==> images/floorplan.png <==
Pins as bars on the die edge.
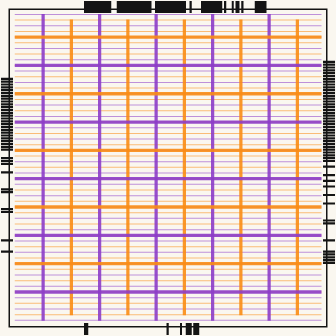
==> images/class_map.png <==
Scale bar: 50 um.
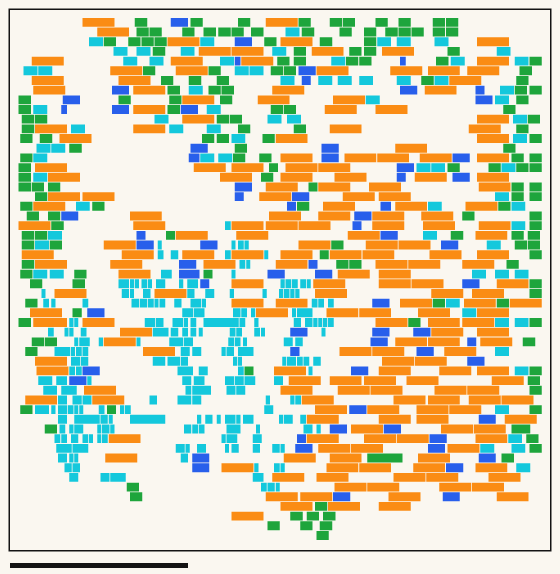
$ cat src/rtl/ntt_bf_sequencer.sv
// Kyber NTT/INTT control engine: walks 7 layers x 128 butterflies, feeding one
// butterfly unit from the coefficient RAM/twiddle ROM and writing results back in place.
module ntt_bf_sequencer #(
    parameter int BF_LAT   = 4,
    parameter int N_LAYERS = 7
) (
    input  logic        clk,
    input  logic        rst,
    input  logic        start,
    input  logic        mode,
    output logic        busy,
    output logic        done,
    output logic [7:0]  rd_addr_a,
    output logic [7:0]  rd_addr_b,
    input  logic [11:0] rd_data_a,
    input  logic [11:0] rd_data_b,
    output logic [6:0]  tw_addr,
    input  logic [11:0] tw_data,
    output logic        bf_ct,
    output logic [11:0] bf_a,
    output logic [11:0] bf_b,
    output logic [11:0] bf_w,
    input  logic [11:0] bf_e,
    input  logic [11:0] bf_o,
    output logic        wr_en,
    output logic [7:0]  wr_addr_e,
    output logic [7:0]  wr_addr_o,
    output logic [11:0] wr_data_e,
    output logic [11:0] wr_data_o
);

    localparam int         LAT        = BF_LAT + 3;
    localparam logic [2:0] LAST_LAYER = 3'(N_LAYERS - 1);

    localparam logic [1:0] ST_IDLE  = 2'd0;
    localparam logic [1:0] ST_RUN   = 2'd1;
    localparam logic [1:0] ST_DRAIN = 2'd2;
    localparam logic [1:0] ST_DONE  = 2'd3;

    logic [1:0]     state_r;
    logic           mode_r;
    logic           first_r;
    logic           iss_r;
    logic           busy_r;
    logic           done_r;
    logic           bf_ct_r;
    logic [2:0]     layer_r;
    logic [6:0]     idx_r;
    logic [6:0]     tw_addr_r;
    logic [7:0]     rd_addr_a_r;
    logic [7:0]     rd_addr_b_r;
    logic [LAT-1:1] vld_r;
    logic [7:0]     ea_pipe_r [1:LAT-1];
    logic [7:0]     ob_pipe_r [1:LAT-1];
    logic [11:0]    bf_a_r;
    logic [11:0]    bf_b_r;
    logic [11:0]    bf_w_r;
    logic           wr_en_r;
    logic [7:0]     wr_addr_e_r;
    logic [7:0]     wr_addr_o_r;
    logic [11:0]    wr_data_e_r;
    logic [11:0]    wr_data_o_r;

    logic [2:0]     sh_s;
    logic [7:0]     len_s;
    logic [7:0]     mask_s;
    logic [7:0]     idx8_s;
    logic [7:0]     addr_a_s;
    logic [7:0]     addr_b_s;
    logic           off_zero_s;
    logic [6:0]     k_step_s;
    logic           pipe_empty_s;

    // Butterfly address and twiddle step for the current (layer, index)
    always_comb begin
        sh_s         = mode_r ? (layer_r + 3'd1) : (3'd7 - layer_r);
        len_s        = 8'd1 << sh_s;
        mask_s       = len_s - 8'd1;
        idx8_s       = {1'b0, idx_r};
        // len is a power of two: group bits move up one place, offset bits stay
        addr_a_s     = ((idx8_s & ~mask_s) << 3'd1) | (idx8_s & mask_s);
        addr_b_s     = addr_a_s | len_s;
        off_zero_s   = ((idx8_s & mask_s) == 8'd0);
        k_step_s     = mode_r ? (tw_addr_r - 7'd1) : (tw_addr_r + 7'd1);
        // the oldest issue may still be in its write stage; it commits before the next read
        pipe_empty_s = !iss_r && (vld_r[LAT-2:1] == {(LAT-2){1'b0}});
    end

    // Sequencing FSM, issue registers and twiddle counter
    always_ff @(posedge clk or negedge rst) begin
        if (!rst) begin
            state_r     <= ST_IDLE;
            mode_r      <= 1'b0;
            first_r     <= 1'b0;
            iss_r       <= 1'b0;
            busy_r      <= 1'b0;
            done_r      <= 1'b0;
            bf_ct_r     <= 1'b1;
            layer_r     <= 3'd0;
            idx_r       <= 7'd0;
            tw_addr_r   <= 7'd0;
            rd_addr_a_r <= 8'd0;
            rd_addr_b_r <= 8'd0;
        end else begin
            iss_r  <= (state_r == ST_RUN);
            done_r <= (state_r == ST_DONE);
            case (state_r)
                ST_IDLE: begin
                    if (start) begin
                        mode_r    <= mode;
                        bf_ct_r   <= ~mode;
                        busy_r    <= 1'b1;
                        layer_r   <= 3'd0;
                        idx_r     <= 7'd0;
                        first_r   <= 1'b1;
                        tw_addr_r <= mode ? 7'd127 : 7'd1;
                        state_r   <= ST_RUN;
                    end
                end
                ST_RUN: begin
                    rd_addr_a_r <= addr_a_s;
                    rd_addr_b_r <= addr_b_s;
                    if (off_zero_s && !first_r) begin
                        tw_addr_r <= k_step_s;
                    end
                    first_r <= 1'b0;
                    idx_r   <= idx_r + 7'd1;
                    if (idx_r == 7'd127) begin
                        state_r <= ST_DRAIN;
                    end
                end
                ST_DRAIN: begin
                    if (pipe_empty_s) begin
                        if (layer_r == LAST_LAYER) begin
                            state_r <= ST_DONE;
                        end else begin
                            layer_r <= layer_r + 3'd1;
                            state_r <= ST_RUN;
                        end
                    end
                end
                ST_DONE: begin
                    busy_r  <= 1'b0;
                    state_r <= ST_IDLE;
                end
                default: begin
                    state_r <= ST_IDLE;
                end
            endcase
        end
    end

    // Operand capture, write-address delay line and write-back registers
    always_ff @(posedge clk or negedge rst) begin
        if (!rst) begin
            vld_r       <= {(LAT-1){1'b0}};
            bf_a_r      <= 12'd0;
            bf_b_r      <= 12'd0;
            bf_w_r      <= 12'd0;
            wr_en_r     <= 1'b0;
            wr_addr_e_r <= 8'd0;
            wr_addr_o_r <= 8'd0;
            wr_data_e_r <= 12'd0;
            wr_data_o_r <= 12'd0;
            for (int j = 1; j < LAT; j++) begin
                ea_pipe_r[j] <= 8'd0;
                ob_pipe_r[j] <= 8'd0;
            end
        end else begin
            vld_r        <= {vld_r[LAT-2:1], iss_r};
            ea_pipe_r[1] <= rd_addr_a_r;
            ob_pipe_r[1] <= rd_addr_b_r;
            for (int j = 2; j < LAT; j++) begin
                ea_pipe_r[j] <= ea_pipe_r[j-1];
                ob_pipe_r[j] <= ob_pipe_r[j-1];
            end
            if (vld_r[1]) begin
                bf_a_r <= rd_data_a;
                bf_b_r <= rd_data_b;
                bf_w_r <= tw_data;
            end
            wr_en_r <= vld_r[LAT-1];
            if (vld_r[LAT-1]) begin
                wr_addr_e_r <= ea_pipe_r[LAT-1];
                wr_addr_o_r <= ob_pipe_r[LAT-1];
                wr_data_e_r <= bf_e;
                wr_data_o_r <= bf_o;
            end
        end
    end

    assign busy      = busy_r;
    assign done      = done_r;
    assign rd_addr_a = rd_addr_a_r;
    assign rd_addr_b = rd_addr_b_r;
    assign tw_addr   = tw_addr_r;
    assign bf_ct     = bf_ct_r;
    assign bf_a      = bf_a_r;
    assign bf_b      = bf_b_r;
    assign bf_w      = bf_w_r;
    assign wr_en     = wr_en_r;
    assign wr_addr_e = wr_addr_e_r;
    assign wr_addr_o = wr_addr_o_r;
    assign wr_data_e = wr_data_e_r;
    assign wr_data_o = wr_data_o_r;

endmodule

$ cat config.mk
export PLATFORM = sky130hd
export DESIGN_NAME = ntt_bf_sequencer
export DESIGN_NICKNAME = d
export VERILOG_FILES = /design/src/rtl/ntt_bf_sequencer.sv
export SDC_FILE = /design/constraint.sdc
export NUM_CORES = 1
export LEC_CHECK = 0
export CAP_MARGIN = 20
export CORE_MARGIN = 2
export CORE_UTILIZATION = 36
export CTS_BUF_LIST = sky130_fd_sc_hd__clkbuf_2 sky130_fd_sc_hd__clkbuf_4 sky130_fd_sc_hd__clkbuf_8
export DETAILED_ROUTE_END_ITERATION = 10
export HOLD_SLACK_MARGIN = 0.15
export PLACE_DENSITY = 0.59
export SLEW_MARGIN = 20
export SYNTH_ARGS = -nofsm -noshare
export SYNTH_HDL_FRONTEND = slang
export SYNTH_SLANG_ARGS = --single-unit
$ cat constraint.sdc
create_clock -name clk -period 4.63 [get_ports clk]
set_clock_uncertainty 0.1 [all_clocks]
set_input_delay 0.463 -clock clk [delete_from_list [all_inputs] [get_ports clk]]
set_output_delay 0.463 -clock clk [all_outputs]
set_load 0.02 [all_outputs]
==> run summary <==
The flow run is done. Sum of routed wire segments on met1 landed at between 6000 and 7000 um. Minimum hold slack landed at 240 ps. The tree built by TritonCTS fans out to 220 sinks. Number of placed instances with taps included landed at between 900 and 1000. Looking at the VDD voltage map, the peak drop is ~0.18 mV. For this floorplan the total number of well-tap instances is roughly 280. After Yosys synthesis, AND-OR and OR-AND compound gates account for 7.87% of the synthesized area. STA on the placed design reports a worst setup slack of 600 ps. Yosys stat cell total landed at 543. The design has 220 sequential cells. The number of maximum-capacitance violations recorded for the run is 0. Die outline height landed at 152 um. Looking at area per cell type in the netlist, the leader is dfrtp_1. Clock group power landed at 1.84 mW.

Fraction of the cycle the final worst path needs landed at 89.1%. Global-route met3 utilization landed at under 10%. Multiplexer area fraction after synthesis landed at 11.9%.

In the post-synthesis netlist, the biggest area contributors are dfrtp_1 (70%), mux2_2 (12%), nand2_1 (1.8%). Combinational logic is responsible for 5.4% of the overall power. Setup repair after global routing left no endpoint under its margin. Shortest clock period the worst path allows after layout landed at 4130 ps. Number of rows created at floorplan landed at 54. DRC violation total after the first TritonRoute iteration landed at 192. The script extracted a net switching power of 0.873 mW. Post-synthesis sequential area ratio landed at between 70 and 80%.

The tool warning count for the run is 28. According to the floorplan report, the total die area is around 23000 um^2. The detail route stage leaves a number of antenna-violating nets equal to 0.

Adder-cell area share of the yosys netlist landed at 1.69%. Sequential group power landed at 1.97 mW. The timing report gives the biggest stage delay along the critical path as around 600 ps.

The fraction of cell area in sequential cells is reported as 51.4%. OpenSTA lists the critical path endpoint as tw_addr[4]. In this design, the largest share of critical-path delay is due to AND-OR/OR-AND gates. The worst setup path is launched from a register. Relative to the synthesized area, the layout overhead comes to 36.3%. Number of buffers outside the clock class in the layout landed at 176. Portion of total power attributed to sequential cells landed at 48.9%. Counting instances in the post-synthesis netlist gives the leading cell types as dfrtp_1 (219), mux2_2 (81), nand2_1 (37).

Total standard cell area after synthesis landed at around 7900 um^2. Total stage count of the critical path landed at 11. The run finished with clean final reports. Post-detailed-route via-to-cell ratio landed at 4.74.

Fraction of registers with async set/reset landed at 100%. Average cell area after synthesis landed at between 10 and 15 um^2. Total number of yosys warnings landed at 0. The count of buffers added on input and output ports is about 170. Fraction of final layout cells with drive strength greater than 1 landed at 22.1%. Sequential standard cell area landed at about 5500 um^2. Per the timing report, the biggest fanout along the worst path comes to 12. The worst register-to-register path has a depth of 11. Distinct cell type count after synthesis landed at approximately 54. Measured against its own limit, the worst slew margin works out to 59.9%. Once the clock tree was built, the setup fixing pass inserted 0 buffers. For this design, the slowest cell found on the critical path is dfrtp_1. Measured on the final layout, the clock distribution area share stands at 7.85%. In this run, post-CTS repair resized a total of 0 instances. Arrival time of data at the critical path endpoint landed at 4420 ps. Count of multi-input gates landed at 290. Per the detail_route report, the via count comes to 4954. Slew at the pin with the worst max-slew slack landed at 596 ps. Buffer-and-inverter tally for the worst setup path landed at 1.

Power per standard cell area landed at 376 nW/um^2. The detailed router used layers up to and including met4. Routed wire length on met3 landed at ~1000 um.

The number of clock buffers added by TritonCTS is 38. Clock share of power landed at between 40% and 50%. The die is approximately 150 um wide.

The worst register-to-register path ends at tw_addr[4]. Looking at the cell usage after synthesis, the top flip-flop cell is dfrtp_1. The floorplan report gives the top-level pin count as 167. In the final design, more cell area goes to flip-flops and latches than to any other class. Setup slack of the most critical reg-to-reg path landed at 500 ps. Hold analysis lists the worst path endpoint as ea_pipe_r[27]. STA puts the critical path data required time at about 4900 ps.

Instance count of the mapped netlist landed at 543. The synthesis run identifies the leading combinational cell family as multiplexers. Power in combinational cells landed at 0.218 mW. Checking hold timing, the worst path is listed with class register to register. Looking at the global route congestion table, the highest-usage layer is met2. Ranked by power, first place goes to sequential cells. Insertion delay to the later sink of the worst-skew pair landed at between 500 and 600 ps.

Layout inverter count without the clock tree landed at 10. Number of synthesized register bits landed at 220. Measured on the final layout, buffering overhead outside the clock network stands at about 16%. For this run, the total global-route usage over all layers was measured as 14.0%. Endpoints failing hold in the final report were tallied at 0. After layout, the design draws a total of 4.02 mW.

The most critical setup path has its startpoint at layer_r[0]. The via count of the first global-routing pass was between 5000 and 6000. The number of antenna diodes in the final layout is 0. The end-of-flow timing check tallies setup violations at 0. Entering global routing, the biggest net connects 144 pins. Area share of xor/xnor cells in the synthesized design landed at 0.558%. Cell-internal power landed at 3.15 mW.

The global routing report lists met2 layer usage as 22.8%. Count of clock buffers in the final design landed at between 60 and 70. Non-filler instance count after layout landed at about 1000. Iteration count of the initial detailed-routing pass landed at 4. Number of nets in the finished design landed at 810. Starting density of the core landed at 36.3%. For the worst min-delay path, the startpoint reported by OpenROAD is ea_pipe_r[35].

Fraction of power spent switching nets landed at 21.7%. Number of filler instances in the final layout landed at 1867. Worst hold path cell count landed at 0. The placed instances occupy a cell area of 9830 um^2. Among all cell types in the netlist, the one instantiated most often is dfrtp_1. Met1 usage in global routing landed at 17.9%. TritonCTS built the clock tree. Counting flops with a built-in enable in the synthesized netlist gives 0. Detailed placement HPWL landed at approximately 11000 um. Detailed routing placed a total of 8040 um of wire on met2. The top cell type by area accounts for 69.8% of the synthesized area.
About floorplan.png:
legend:
  orange:
    net: VDD
  purple:
    net: VSS
rows: 54
met1 rails: 55
met4 straps: 10

About class_map.png:
legend:
  green:
    class: remaining buffers and delay cells
    cells: 176
  blue:
    class: clock drivers and dummy loads
    cells: 69
  cyan:
    class: remaining logic cells
    cells: 300
  orange:
    class: registers
    cells: 220

[cell usage in the layout, fill, tap and decap left out, types with 2 or more instances in the layout]
cell and n:
dfrtp_1 219, clkdlybuf4s50_1 165, mux2_2 81, clkbuf_8 51, nand2_1 37, nor2_1 27, o21ai_0 23, a21oi_1 18
clkbuf_4 11, inv_1 9, ha_1 9, nand2b_1 8, a21o_1 8, buf_4 8, o211ai_1 6, nand3_1 6
nor2b_1 5, nor3_1 5, a31oi_1 5, a211oi_1 4, o31ai_1 4, xor2_1 3, o22ai_1 3, nor4_1 3
a22oi_1 3, clkinv_2 3, mux2i_1 2, nand3b_1 2, or2_2 2, xnor2_1 2, o21a_1 2, and3_1 2
inv_6 2
No activity file was given, so power comes from the tool's default toggle rates.
